[src/rtl/fetch_pkg.sv]
// fetch_pkg: shared defaults and the buffered-entry type for the instruction-fetch stage.
package fetch_pkg;
    localparam int FETCH_ADDR_W   = 12;
    localparam int FETCH_DATA_W   = 32;
    localparam int FETCH_RESET_PC = 0;

    typedef struct packed {
        logic [FETCH_ADDR_W-1:0] pc;
        logic [FETCH_DATA_W-1:0] instr;
    } fetch_entry_t;
endpackage

[src/rtl/fetch_skid_buf.sv]
// fetch_skid_buf: circular FIFO between imem responses and decode.
module fetch_skid_buf
    import fetch_pkg::*;
#(
    parameter int  DEPTH   = 2,
    parameter type entry_t = fetch_entry_t
) (
    input  logic                       i_clk,
    input  logic                       i_reset,
    input  logic                       push,
    input  entry_t                     push_data,
    input  logic                       pop,
    input  logic                       flush,
    output logic [$clog2(DEPTH+1)-1:0] count,
    output entry_t                     head
);
    localparam int PW = $clog2(DEPTH);
    localparam int CW = $clog2(DEPTH + 1);

    entry_t        mem [DEPTH];
    logic [PW-1:0] rd_ptr, wr_ptr;
    logic          pop_ok;

    assign pop_ok = pop & (count != '0);
    assign head   = mem[rd_ptr];

    function automatic logic [PW-1:0] nxt(input logic [PW-1:0] p);
        return p == PW'(DEPTH - 1) ? '0 : p + PW'(1);
    endfunction

    // Flush wins over push, and a pop in the flush cycle is absorbed by the clear.
    always_ff @(posedge i_clk or negedge i_reset) begin
        if (!i_reset) begin
            rd_ptr <= '0;
            wr_ptr <= '0;
            count  <= '0;
            for (int i = 0; i < DEPTH; i++) mem[i] <= '0;
        end else if (flush) begin
            rd_ptr <= '0;
            wr_ptr <= '0;
            count  <= '0;
        end else begin
            if (push) begin
                mem[wr_ptr] <= push_data;
                wr_ptr      <= nxt(wr_ptr);
            end
            if (pop_ok) rd_ptr <= nxt(rd_ptr);
            count <= count + CW'(push) - CW'(pop_ok);
        end
    end
endmodule

[src/rtl/fetch_unit.sv]
// fetch_unit: program counter, in-flight tracking and issue control in front of the skid buffer.
module fetch_unit
    import fetch_pkg::*;
#(
    parameter int ADDR_W    = FETCH_ADDR_W,
    parameter int DATA_W    = FETCH_DATA_W,
    parameter int RESET_PC  = FETCH_RESET_PC,
    parameter int BUF_DEPTH = 2
) (
    input  logic              i_clk,
    input  logic              i_reset,
    output logic              o_imem_req,
    output logic [ADDR_W-1:0] o_imem_addr,
    input  logic [DATA_W-1:0] i_imem_data,
    output logic              o_valid,
    input  logic              i_ready,
    output logic [DATA_W-1:0] o_instruction,
    output logic [ADDR_W-1:0] o_pc,
    input  logic              i_redirect,
    input  logic [ADDR_W-1:0] i_target
);
    typedef struct packed {
        logic [ADDR_W-1:0] pc;
        logic [DATA_W-1:0] instr;
    } entry_t;

    localparam int CW = $clog2(BUF_DEPTH + 1);

    logic [ADDR_W-1:0] pc_q, inflight_pc;
    logic              inflight_q, pop;
    logic [CW-1:0]     count;
    entry_t            head, resp;

    assign o_valid       = count != '0;
    assign pop           = o_valid & i_ready;
    assign o_imem_addr   = pc_q;
    assign o_pc          = head.pc;
    assign o_instruction = head.instr;
    assign resp          = '{pc: inflight_pc, instr: i_imem_data};

    // Counting the in-flight slot and this cycle's pop keeps a full buffer streaming without overflow.
    assign o_imem_req = i_reset & ~i_redirect &
                        (int'(count) + int'(inflight_q) - int'(pop) < BUF_DEPTH);

    always_ff @(posedge i_clk or negedge i_reset) begin
        if (!i_reset) begin
            pc_q        <= ADDR_W'(RESET_PC);
            inflight_q  <= 1'b0;
            inflight_pc <= '0;
        end else begin
            inflight_q  <= o_imem_req;
            inflight_pc <= pc_q;
            pc_q        <= i_redirect ? i_target : pc_q + ADDR_W'(o_imem_req);
        end
    end

    // A redirect flushes the buffer, which also drops the response of any in-flight request.
    fetch_skid_buf #(
        .DEPTH   (BUF_DEPTH),
        .entry_t (entry_t)
    ) u_buf (
        .i_clk     (i_clk),
        .i_reset   (i_reset),
        .push      (inflight_q),
        .push_data (resp),
        .pop       (pop),
        .flush     (i_redirect),
        .count     (count),
        .head      (head)
    );
endmodule

[config.mk]
export PLATFORM = sky130hd
export DESIGN_NAME = fetch_unit
export DESIGN_NICKNAME = d
export VERILOG_FILES = /design/src/rtl/fetch_pkg.sv /design/src/rtl/fetch_skid_buf.sv /design/src/rtl/fetch_unit.sv
export SDC_FILE = /design/constraint.sdc
export NUM_CORES = 1
export LEC_CHECK = 0
export CAP_MARGIN = 20
export CORE_ASPECT_RATIO = 1.5
export CORE_MARGIN = 10
export CORE_UTILIZATION = 40
export DETAILED_ROUTE_END_ITERATION = 7
export PLACE_DENSITY_LB_ADDON = 0.1
export SLEW_MARGIN = 20
export SYNTH_ARGS = -nofsm -noshare
export SYNTH_HDL_FRONTEND = slang
export SYNTH_SLANG_ARGS = --single-unit
[constraint.sdc]
create_clock -name i_clk -period 3.04 [get_ports i_clk]
set_input_delay 0.608 -clock i_clk [delete_from_list [all_inputs] [get_ports i_clk]]
set_output_delay 0.608 -clock i_clk [all_outputs]
set_load 0.02 [all_outputs]
Run 1, drive-strength map:
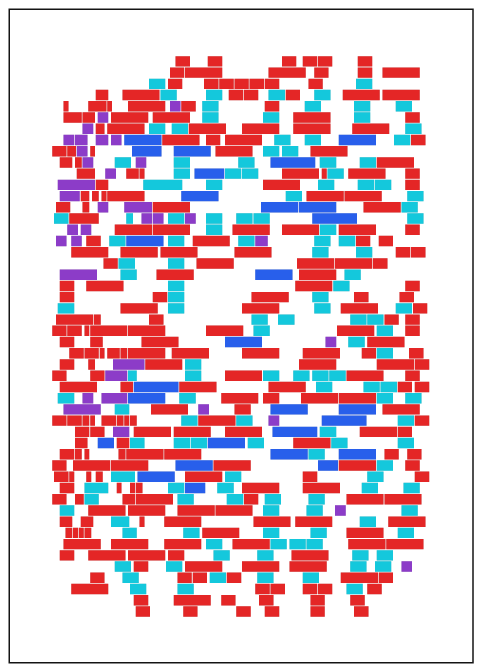
colour	size	cells	share
purple	_3 and _4 cells	35	7.3%
cyan	_2 cells	144	30%
red	_0 and _1 cells	275	57%
blue	_6 and larger	27	5.6%

Run 1, metal 1:
Supply wires on this layer in grey.
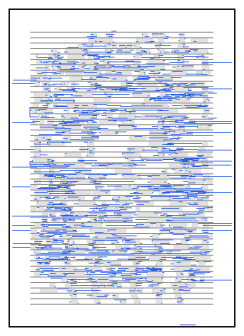
share of all routed wire	41%
longest straight run	46.9 um
nets with wire on the layer	474

Run 1, clock network drawn from the DEF:
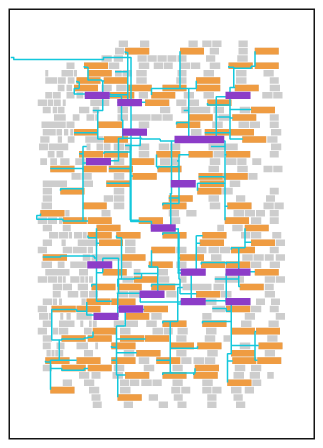
[orange] flip-flops | count: 117
[purple] clock drivers | count: 17
[cyan] clock wires | length: 1480 um
routed clock nets	18

[run 1: layout make-up]
type	instances	area, sq um	area share
timing repair buffer	124	1220	0.170
multi-input combinational	205	2140	0.299
sequential	117	2930	0.410
inverter	3	11.3	0.00158
tap	156	195	0.0273
clock inverter	12	201	0.0282
clock buffer	20	457	0.0639
[run 1: placed cells by master (no fill, tap or decap), types with 4 or more instances in the layout]
master,n
sky130_fd_sc_hd__mux2_2,131
sky130_fd_sc_hd__dfrtp_1,116
sky130_fd_sc_hd__clkdlybuf4s50_1,102
sky130_fd_sc_hd__buf_4,18
sky130_fd_sc_hd__clkbuf_16,17
sky130_fd_sc_hd__nand2_1,11
sky130_fd_sc_hd__o21ai_1,7
sky130_fd_sc_hd__xnor2_1,6
sky130_fd_sc_hd__xor2_1,6
sky130_fd_sc_hd__bufinv_16,5
sky130_fd_sc_hd__clkinvlp_4,5
sky130_fd_sc_hd__nand3_1,4
[run 1: per-stage QoR]
| stage | power [uW] | instance area, sq um | hold WS, ns | cells |
|---|---|---|---|---|
| 6_report | 7610 | 7150 | 0.432 | 637 |
| 5_1_grt | 8060 | 7150 | 0.477 | 637 |
| 4_1_cts | 7690 | 7080 | 0.456 | 633 |
| 3_5_place_dp | 5450 | 6380 | 0.439 | 600 |
| 3_3_place_gp | 5370 | 6380 | 0.432 | 600 |
| 2_1_floorplan | 4170 | 5140 | 0.312 | 341 |
[run 1: where the power goes]
part / internal (uW) / switching (uW)
Clock: 1500 / 685
Combinational: 1710 / 1280
Sequential: 2130 / 314
Total: 5330 / 2270
[run 1: layer usage]
metal,track usage,vias up
met5,0,-
met4,0.0455,0
met3,0.0549,10
met2,0.228,72
met1,0.142,1579
li1,-,1461
==> run notes, run 1 <==
* 1.00 — ys async rst share
* 12400 sq um — area of the core
* 2.43 ns — required time at the endpoint of the critical path
* sky130_fd_sc_hd__dfrtp_1 — main flop type after synthesis
* 0.0242 — fraction of synthesized cell area in xor and xnor cells
* 0.741 ns — Tightest Pin Transition
* 14.9 sq um — Avg Cell Area, Syn
* 1 — worst path bufs/invs
* setup timing — failing checks
* 0.768 — weighted congestion reported at the end of routability-driven placement
* or2_4 -> and2_4 -> ha_4 -> nand2b_4 -> fa_1 -> nor2b_1 -> a21oi_1 -> o21ai_1 -> and3b_2 -> buf_4 — cell-by-cell trace of the critical path
* 0.577 — share of the synthesized area in the top cell type
* 0.0108 — compound-gate portion of the synthesized area
* 17.6 um — DR WL/cell
* 3.26 ns — Period minus WS final
* true — setup repair after global routing missed its margin
* 158 um — Chip Height
* 5 — TritonRoute pass-1 iters
* sky130_fd_sc_hd__mux2_2 — most common cell in the netlist
* 0 — antenna fix cells
* 0.00832 ns — worst setup skew after layout
* 5.90 mm — DR WL met2
* done — CTS tree
* sky130_fd_sc_hd__fa_1 — Crit-path slowest cell
* 0.548 mV — worst supply voltage drop on vdd
* 117 — Num Clock Sinks
* 18 — number of instances resized during post-cts repair
* 0 — number of synthesized flops with an enable pin
* 1 — setup bufs post-CTS
* o_imem_req — Critical Path End
* 27 — synth unique cells
* 11.2 mm — wire length reported by the detailed router
* -0.699 ns — setup tns final
* 0.0417 — post-synthesis simple-gate area fraction
* 523 — Nets
* 105 — Port Buffers
* 3590 — via count of the first global-routing pass
* u_buf.mem — register with the highest flop count
* 88 — number of flip-flops under the largest register name
* 628 um — routed wl met3
* 0 — cts-stage hold buffer count
* 17 — number of buffers inserted during clock tree synthesis
* 17700 sq um — chip footprint
* 4.90 — via density per instance
* primary output — critical path capture point type
* 48 — number of DRC markers after the initial detailed-route iteration
* 18.6 mm — first-pass GRT wire length
* 2.65 ns — arrival time of the worst setup path
* 3122 — overall via count from detail_route
* 5080 sq um — Chip Area, Yosys
* simple AND/OR/NAND/NOR gates — Crit path max-delay family
* 106 — count of pins on the block boundary
* 50 — FP Rows
* 396 — Synth Net Count
* flop — type of origin of the critical path
* met4 — top routing layer in use
* 60 — maximum number of pins on one net before global-route repair
* 0.05 ns — Worst-path clk slew
* finished, violations left — run status
* 0.506 — tightest slew margin relative to the limit
* 341 — Post-Syn Instances
* 0 — count of synthesis-stage warnings from yosys
* 0.40 ns — clock latency reported for the late side of the worst-skew pair
* 1060 nW/um^2 — power density over the cells
* 117 — Synthesized registers
* 8 — final setup violation count
* 7.70 mm — Detail Placement HPWL
* u_buf.count[0]$_DFF_PN0_ — CP Launch Point
* 40.8% — relative area change from synthesis to final layout
* 4 — number of H-tree levels
* sky130_fd_sc_hd__dfrtp_1, sky130_fd_sc_hd__mux2_2, sky130_fd_sc_hd__buf_6 — main area contributors
* 0.00311 uW — leakage power total
* 0 — antenna viol nets, final
* -0.221 ns — final worst slack
* 307 MHz — Max Fclk
* multiplexers — Dominant combinational family
* 0 — GRT overflow
* sky130_fd_sc_hd__clkbuf_16 — root buf cell
* 341 — yosys stat cell total
* 0 — number of violations of the max-capacitance limit
* 30 — total number of warnings across the stage logs
* o_imem_addr[8]$_DFF_PN0_ — RR Endpoint
* reg2out — CP Class
* u_buf.count[0]$_DFF_PN0_ — origin of the critical flop-to-flop path
==> inputs of run 2 (changes only) <==
- CORE_UTILIZATION: 40 -> 46
==> run 2 against run 1 <==
Effect of this change: via count about the same; sequential share of layout area is 0.41 points higher; critical endpoint unchanged; non-clock buffer count shrank 1; die area shrank 11%; the flow still finishes with violations (setup timing); maximum frequency grew 0.14%; wire length grew 0.34%; setup slack better by 0.0047 ns; cell count is 2.0% lower; sequential cell count is the same.
==> run notes, run 2 <==
* 0.313 — sw frac
* 0 — number of synthesized flops with an enable pin
* 0 — antenna viol nets, final
* 117 — Num Clock Sinks
* 0.41 ns — clock latency reported for the late side of the worst-skew pair
* done — CTS tree
* combinational cells — Main power group
* 2980 uW — Power Combinational
* sky130_fd_sc_hd__mux2_2 — commonest non-fill, non-tap cell in the layout
* true — setup repair after global routing missed its margin
* 5070 uW — total internal power
* 0 — cts-stage hold buffer count
* -0.629 ns — setup tns final
* o_imem_addr[8]$_DFF_PN0_ — RR Endpoint
* 1950 uW — Clock Power
* 117 — Synthesized registers
* 3120 — overall via count from detail_route
* 7080 sq um — final standard cell area without fillers
* u_buf.count[0]$_DFF_PN0_ — origin of the critical flop-to-flop path
* 0.899 ns — Tightest Pin Transition
* 105 — Port Buffers
* 5.00 — via density per instance
* multiplexers — Dominant combinational family
* 0.264 — clock power share
* 0.05 ns — Worst-path clk slew
* 2450 uW — total sequential power
* 2.43 ns — required time at the endpoint of the critical path
* 6 — final setup violation count
* 2930 sq um — Register Area
* 5080 sq um — Chip Area, Yosys
* 0.299 — Synth mux share
* 11.3 mm — wire length reported by the detailed router
* 3.26 ns — Period minus WS final
* sky130_fd_sc_hd__mux2_2 — most common cell in the netlist
* 0.440 ns — final worst hold slack
* 46 — FP Rows
* 15700 sq um — chip footprint
* sky130_fd_sc_hd__dfrtp_1 — main flop type after synthesis
* 522 — Nets
* u_buf.mem — register with the highest flop count
* 2 — crit-path max FO
* 0.0417 — post-synthesis simple-gate area fraction
* 0.404 — combinational share of power
* 5080 sq um — netlist area before placement
* 106 — count of pins on the block boundary
* 14.9 sq um — Avg Cell Area, Syn
* primary output — critical path capture point type
* 341 — yosys stat cell total
* 39.4% — relative area change from synthesis to final layout
* 341 — Post-Syn Instances
* 2160 sq um — multi-input logic area
* 2 — TritonRoute pass-1 iters
* 0.401 — tightest slew margin relative to the limit
* 2 — clock buffer depth
* 30 — total number of warnings across the stage logs
* 18.6 mm — first-pass GRT wire length
* 78 — number of DRC markers after the initial detailed-route iteration
* 7380 uW — Pwr Total
* u_buf.count[0]$_DFF_PN0_ — CP Launch Point
* 624 — Layout Cells excl Fill
* 0.0242 — fraction of synthesized cell area in xor and xnor cells
* 149 um — Chip Height
* 1 — worst path bufs/invs
* sky130_fd_sc_hd__clkbuf_16 — root buf cell
* 74 — maximum number of pins on one net before global-route repair
* 3630 — via count of the first global-routing pass
* reg2out — CP Class
* 0 — GRT overflow
* 17 — number of buffers inserted during clock tree synthesis
* 0 — number of endpoints with negative hold slack in the final report
* sky130_fd_sc_hd__dfrtp_1 — cell type with the largest total area after synthesis
* setup timing — failing checks
* 7.68 mm — Detail Placement HPWL
* sky130_fd_sc_hd__mux2_2, sky130_fd_sc_hd__dfrtp_1, sky130_fd_sc_hd__clkdlybuf4s50_1 — leading cell types in the layout, fill and taps excluded
* flop — type of origin of the critical path
* 0 — count of synthesis-stage warnings from yosys
* simple AND/OR/NAND/NOR gates — Crit path max-delay family
* 1040 nW/um^2 — power density over the cells
* 0 — antenna fix cells
* o_imem_req — Critical Path End
* 307 MHz — Max Fclk
* 27 — synth unique cells
* 0.577 — share of the synthesized area in the top cell type
* 18.1 um — DR WL/cell
* sky130_fd_sc_hd__fa_1 — Crit-path slowest cell
* 0.548 mV — worst supply voltage drop on vdd
* 2310 uW — Net Sw Power
* 0 — number of violations of the max-capacitance limit
* 0.42 ns — Critical Path Max Stage Delay
* 10700 sq um — area of the core
* 106 um — horizontal die size
* finished, violations left — run status
* 0.00817 ns — worst setup skew after layout
* 0 — Final Max-Slew Violation Tally
* 396 — Synth Net Count
* 0.802 — weighted congestion reported at the end of routability-driven placement
* -0.216 ns — final worst slack
* 1.00 — ys async rst share
* 4 — number of H-tree levels
* 88 — number of flip-flops under the largest register name
* or2_4 -> and2_4 -> ha_4 -> nand2b_4 -> fa_1 -> nor2b_1 -> a21oi_1 -> o21ai_1 -> and3b_2 -> buf_6 — cell-by-cell trace of the critical path
* 6360 sq um — DP Area
* sky130_fd_sc_hd__dfrtp_1, sky130_fd_sc_hd__mux2_2, sky130_fd_sc_hd__buf_6 — main area contributors
* 0.332 — sequential fraction of design power
* 589 — dpl cells
* 2.65 ns — arrival time of the worst setup path
* 0.00307 uW — leakage power total
* 0.0108 — compound-gate portion of the synthesized area
==> run 2: cell count changes in the layout (fill, tap and decap cells not counted), sizes merged <==
cell,before,now
bufinv,5,2
clkinvlp,5,8
buf,21,20
==> run 2: worst min path at each step <==
| stage | startpoint | to | slack [ns] | cells after the start |
|---|---|---|---|---|
| 2_1_floorplan | i_reset | inflight_pc[0]$_DFF_PN0_ | 0.31 | 0 |
| 3_3_place_gp | o_imem_addr[0]$_DFF_PN0_ | inflight_pc[0]$_DFF_PN0_ | 0.42 | 0 |
| 3_5_place_dp | o_imem_addr[0]$_DFF_PN0_ | inflight_pc[0]$_DFF_PN0_ | 0.44 | 0 |
| 4_1_cts | o_imem_addr[0]$_DFF_PN0_ | inflight_pc[0]$_DFF_PN0_ | 0.45 | 0 |
| 5_1_grt | o_imem_addr[0]$_DFF_PN0_ | inflight_pc[0]$_DFF_PN0_ | 0.48 | 0 |
| 6_report | i_reset | u_buf.mem[42]$_DFFE_PN0P_ | 0.44 | 2 |
==> run 2: per-layer routing <==
metal | vias up | track usage | share of wire
li1 | 1453 | - | -
met3 | 13 | 0.0636 | 0.057
met4 | 2 | 0.0408 | 0.010
met1 | 1575 | 0.164 | 0.42
met2 | 77 | 0.257 | 0.51
met5 | - | 0 | 0.00062
==> run 2: final cells by class <==
type | count | area share
clock inverters | 12 | 0.0184
flip-flops and latches | 117 | 0.414
inverters | 3 | 0.00159
clock buffers | 20 | 0.0645
repair buffers | 123 | 0.171
well taps | 144 | 0.0255
multi-input cells | 205 | 0.305
==> run 2: timing repair <==
action                     in CTS  in global routing
setup endpoints to repair       9                 12
pin swaps                       7                  9
buffers inserted                2                  1
resized                        23                 13
Run 2, clock network drawn from the DEF:
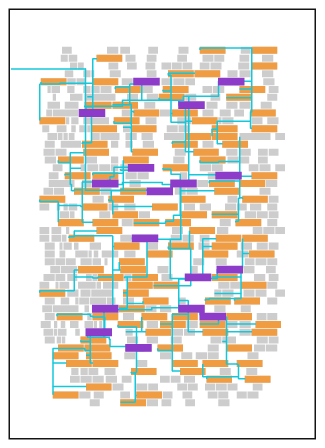
[purple] clock drivers | count: 17
[cyan] clock wires | length: 1500 um
[orange] flip-flops | count: 117
routed clock nets	18

Run 2, placed cells, one colour a class:
Bar = 20 um.
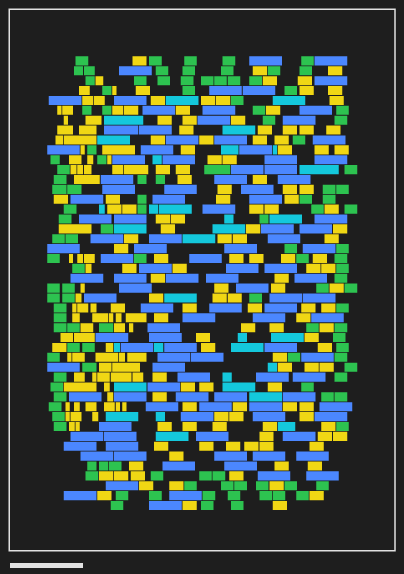
colour	class	cells
green	remaining buffers and delay cells	123
yellow	combinational and other logic	208
cyan	clock drivers and dummy loads	32
blue	sequential cells	117

==> inputs of run 3 (changes only) <==
- CORE_UTILIZATION: 46 -> 25
==> run 3 against run 2 <==
Effect of this change: the run still ends with setup timing left; wire length rose by 11%; area after synthesis did not move; register-to-register slack worse by 0.03 ns; combinational power barely moved; setup slack got worse by 0.029 ns; maximum frequency is 0.90% lower; design area up 2.0%; core utilization shrank 30 points; sequential cell count unchanged; sequential power is essentially flat; sequential share of layout area fell by 0.80 points; synthesized cell count did not move; critical path type is now in2out; largest cell class unchanged; largest power group unchanged.
==> run notes, run 3 <==
* 0.0403 — Global Route met3 Usage
* 20.3 mm — first-pass GRT wire length
* 4.26 — via density per instance
* finished, violations left — run status
* 4 — number of H-tree levels
* 3010 uW — Power Combinational
* 0.271 — clock power share
* 4 — TritonRoute pass-1 iters
* 1 — setup bufs post-CTS
* 18 — number of instances resized during post-cts repair
* 2030 uW — Clock Power
* 0.00581 ns — worst setup skew after layout
* 0 — number of endpoints with negative hold slack in the final report
* 70 — maximum number of pins on one net before global-route repair
* 7480 uW — Pwr Total
* input port — type of origin of the critical path
* sky130_fd_sc_hd__dfrtp_1 — cell type with the largest total area after synthesis
* 1.00 — ys async rst share
* 521 — Nets
* 0.577 — register area share after synthesis
* 0.00310 uW — leakage power total
* 341 — Post-Syn Instances
* 0.330 ns — final worst hold slack
* 738 — Layout Cells excl Fill
* 26500 sq um — chip footprint
* 42.1% — relative area change from synthesis to final layout
* sky130_fd_sc_hd__mux2_2 — most common cell in the netlist
* 88 — number of flip-flops under the largest register name
* 0 — antenna fix cells
* 796 um — routed wl met3
* 2 — clock buffer depth
* primary output — critical path capture point type
* 0 — number of violations of the max-capacitance limit
* 3.29 ns — Period minus WS final
* sky130_fd_sc_hd__dfrtp_1, sky130_fd_sc_hd__mux2_2, sky130_fd_sc_hd__buf_6 — main area contributors
* -0.245 ns — final worst slack
* 705 — dpl cells
* 341 — yosys stat cell total
* 5080 sq um — Chip Area, Yosys
* 0 — antenna viol nets, final
* 2.43 ns — required time at the endpoint of the critical path
* 6520 sq um — DP Area
* u_buf.mem — register with the highest flop count
* 105 — Port Buffers
* 0 — cts-stage hold buffer count
* 127 — number of DRC markers after the initial detailed-route iteration
* 7220 sq um — final standard cell area without fillers
* 0.456 mV — worst supply voltage drop on vdd
* 2310 uW — Net Sw Power
* 12.5 mm — wire length reported by the detailed router
* combinational cells — Main power group
* sky130_fd_sc_hd__mux2_2 — commonest non-fill, non-tap cell in the layout
* 195 um — Chip Height
* met4 — top routing layer in use
* in2out — CP Class
* 106 — count of pins on the block boundary
* 0.05 ns — Worst-path clk slew
* met2 — most heavily used metal layer in global routing
* 16.9 um — DR WL/cell
* -1.01 ns — setup tns final
* 2.68 ns — arrival time of the worst setup path
* 0 — count of synthesis-stage warnings from yosys
* true — setup repair after global routing missed its margin
* 0.308 — sw frac
* 117 — Num Clock Sinks
* 3630 — via count of the first global-routing pass
* 2440 uW — total sequential power
* 30 — total number of warnings across the stage logs
* 17 — number of buffers inserted during clock tree synthesis
* 0.170 — global routing met2 resource utilization
* setup timing — failing checks
* 0 — GRT overflow
* 0.410 — tightest slew margin relative to the limit
* 136 um — horizontal die size
* 0 — number of synthesized flops with an enable pin
* 0.105 — global-route track usage on met1
* 19900 sq um — area of the core
* 0.402 — combinational share of power
* 117 — Synthesized registers
* 9 — final setup violation count
* 4.92 mm — post-route met1 wirelength
* 396 — Synth Net Count
* 5170 uW — total internal power
* 0.885 ns — Tightest Pin Transition
* 14.9 sq um — Avg Cell Area, Syn
* 1040 nW/um^2 — power density over the cells
* sky130_fd_sc_hd__dfrtp_1 — main flop type after synthesis
* 3146 — overall via count from detail_route
* sky130_fd_sc_hd__mux2_2, sky130_fd_sc_hd__dfrtp_1, sky130_fd_sc_hd__clkdlybuf4s50_1 — leading cell types in the layout, fill and taps excluded
* 0.706 — weighted congestion reported at the end of routability-driven placement
* 0.577 — share of the synthesized area in the top cell type
* sky130_fd_sc_hd__clkbuf_16 — root buf cell
* 2 — crit-path max FO
* 27 — synth unique cells
* 5080 sq um — netlist area before placement
==> run 3: layout make-up <==
cell class	count	area [sq um]	area share
clock inverter	9	126	0.0175
multi-input combinational	205	2140	0.297
clock buffer	22	474	0.0657
inverter	3	11.3	0.00156
sequential	117	2930	0.406
tap	260	325	0.0451
timing repair buffer	122	1210	0.167
==> run 3: worst paths after layout <==
path | start | endpoint | slack, ns
worst max register to register | u_buf.count[0]$_DFF_PN0_ | o_imem_addr[8]$_DFF_PN0_ | -0.21
worst max-delay path | i_ready | o_imem_req | -0.25
worst min register to register | o_imem_addr[11]$_DFF_PN0_ | inflight_pc[11]$_DFF_PN0_ | 0.44
min in group i_clk | o_imem_addr[11]$_DFF_PN0_ | inflight_pc[11]$_DFF_PN0_ | 0.44
worst min-delay path | i_reset | u_buf.mem[74]$_DFFE_PN0P_ | 0.33
max in group asynchronous | i_reset | u_buf.rd_ptr$_DFFE_PN0P_ | 1.34
==> run 3: kinds of logic after synthesis <==
group / count (synthesis) / synth area share
and+or+nand+nor: 38 / 0.0417
muxes: 135 / 0.299
buffers and inverters: 19 / 0.0283
AOI/OAI and AO/OA: 11 / 0.0108
xor gates and xnor gates: 14 / 0.0242
DFF: 117 / 0.577
adders and majority gates: 7 / 0.0187
==> run 3: worst max-delay path, cell delays in order <==
cell                              delay, ns
sky130_fd_sc_hd__clkdlybuf4s50_1       0.47
sky130_fd_sc_hd__and2_4                0.15
sky130_fd_sc_hd__ha_4                  0.19
sky130_fd_sc_hd__nand2b_4              0.14
sky130_fd_sc_hd__fa_1                  0.50
sky130_fd_sc_hd__nor2b_1               0.15
sky130_fd_sc_hd__a21oi_1               0.05
sky130_fd_sc_hd__o21ai_1               0.10
sky130_fd_sc_hd__and3b_2               0.21
sky130_fd_sc_hd__buf_6                 0.12
Run 3, metal 1:
Supply wires on this layer in grey.
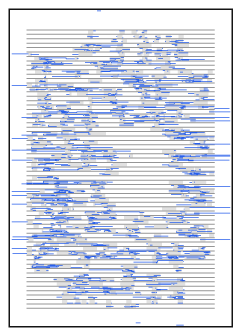
nets with wire on the layer	476
wire length on this layer	4920 um
share of all routed wire	39%

Run 3, placed cells, one colour a class:
Bar = 50 um.
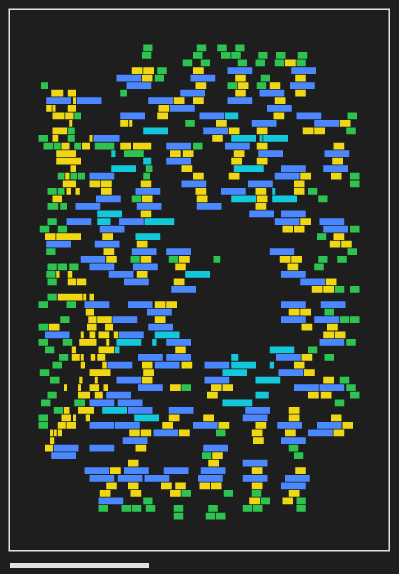
colour	class	cells
green	remaining buffers and delay cells	122
yellow	combinational and other logic	208
cyan	clock drivers and dummy loads	31
blue	sequential cells	117

Power is estimated from default activity; no workload was simulated.
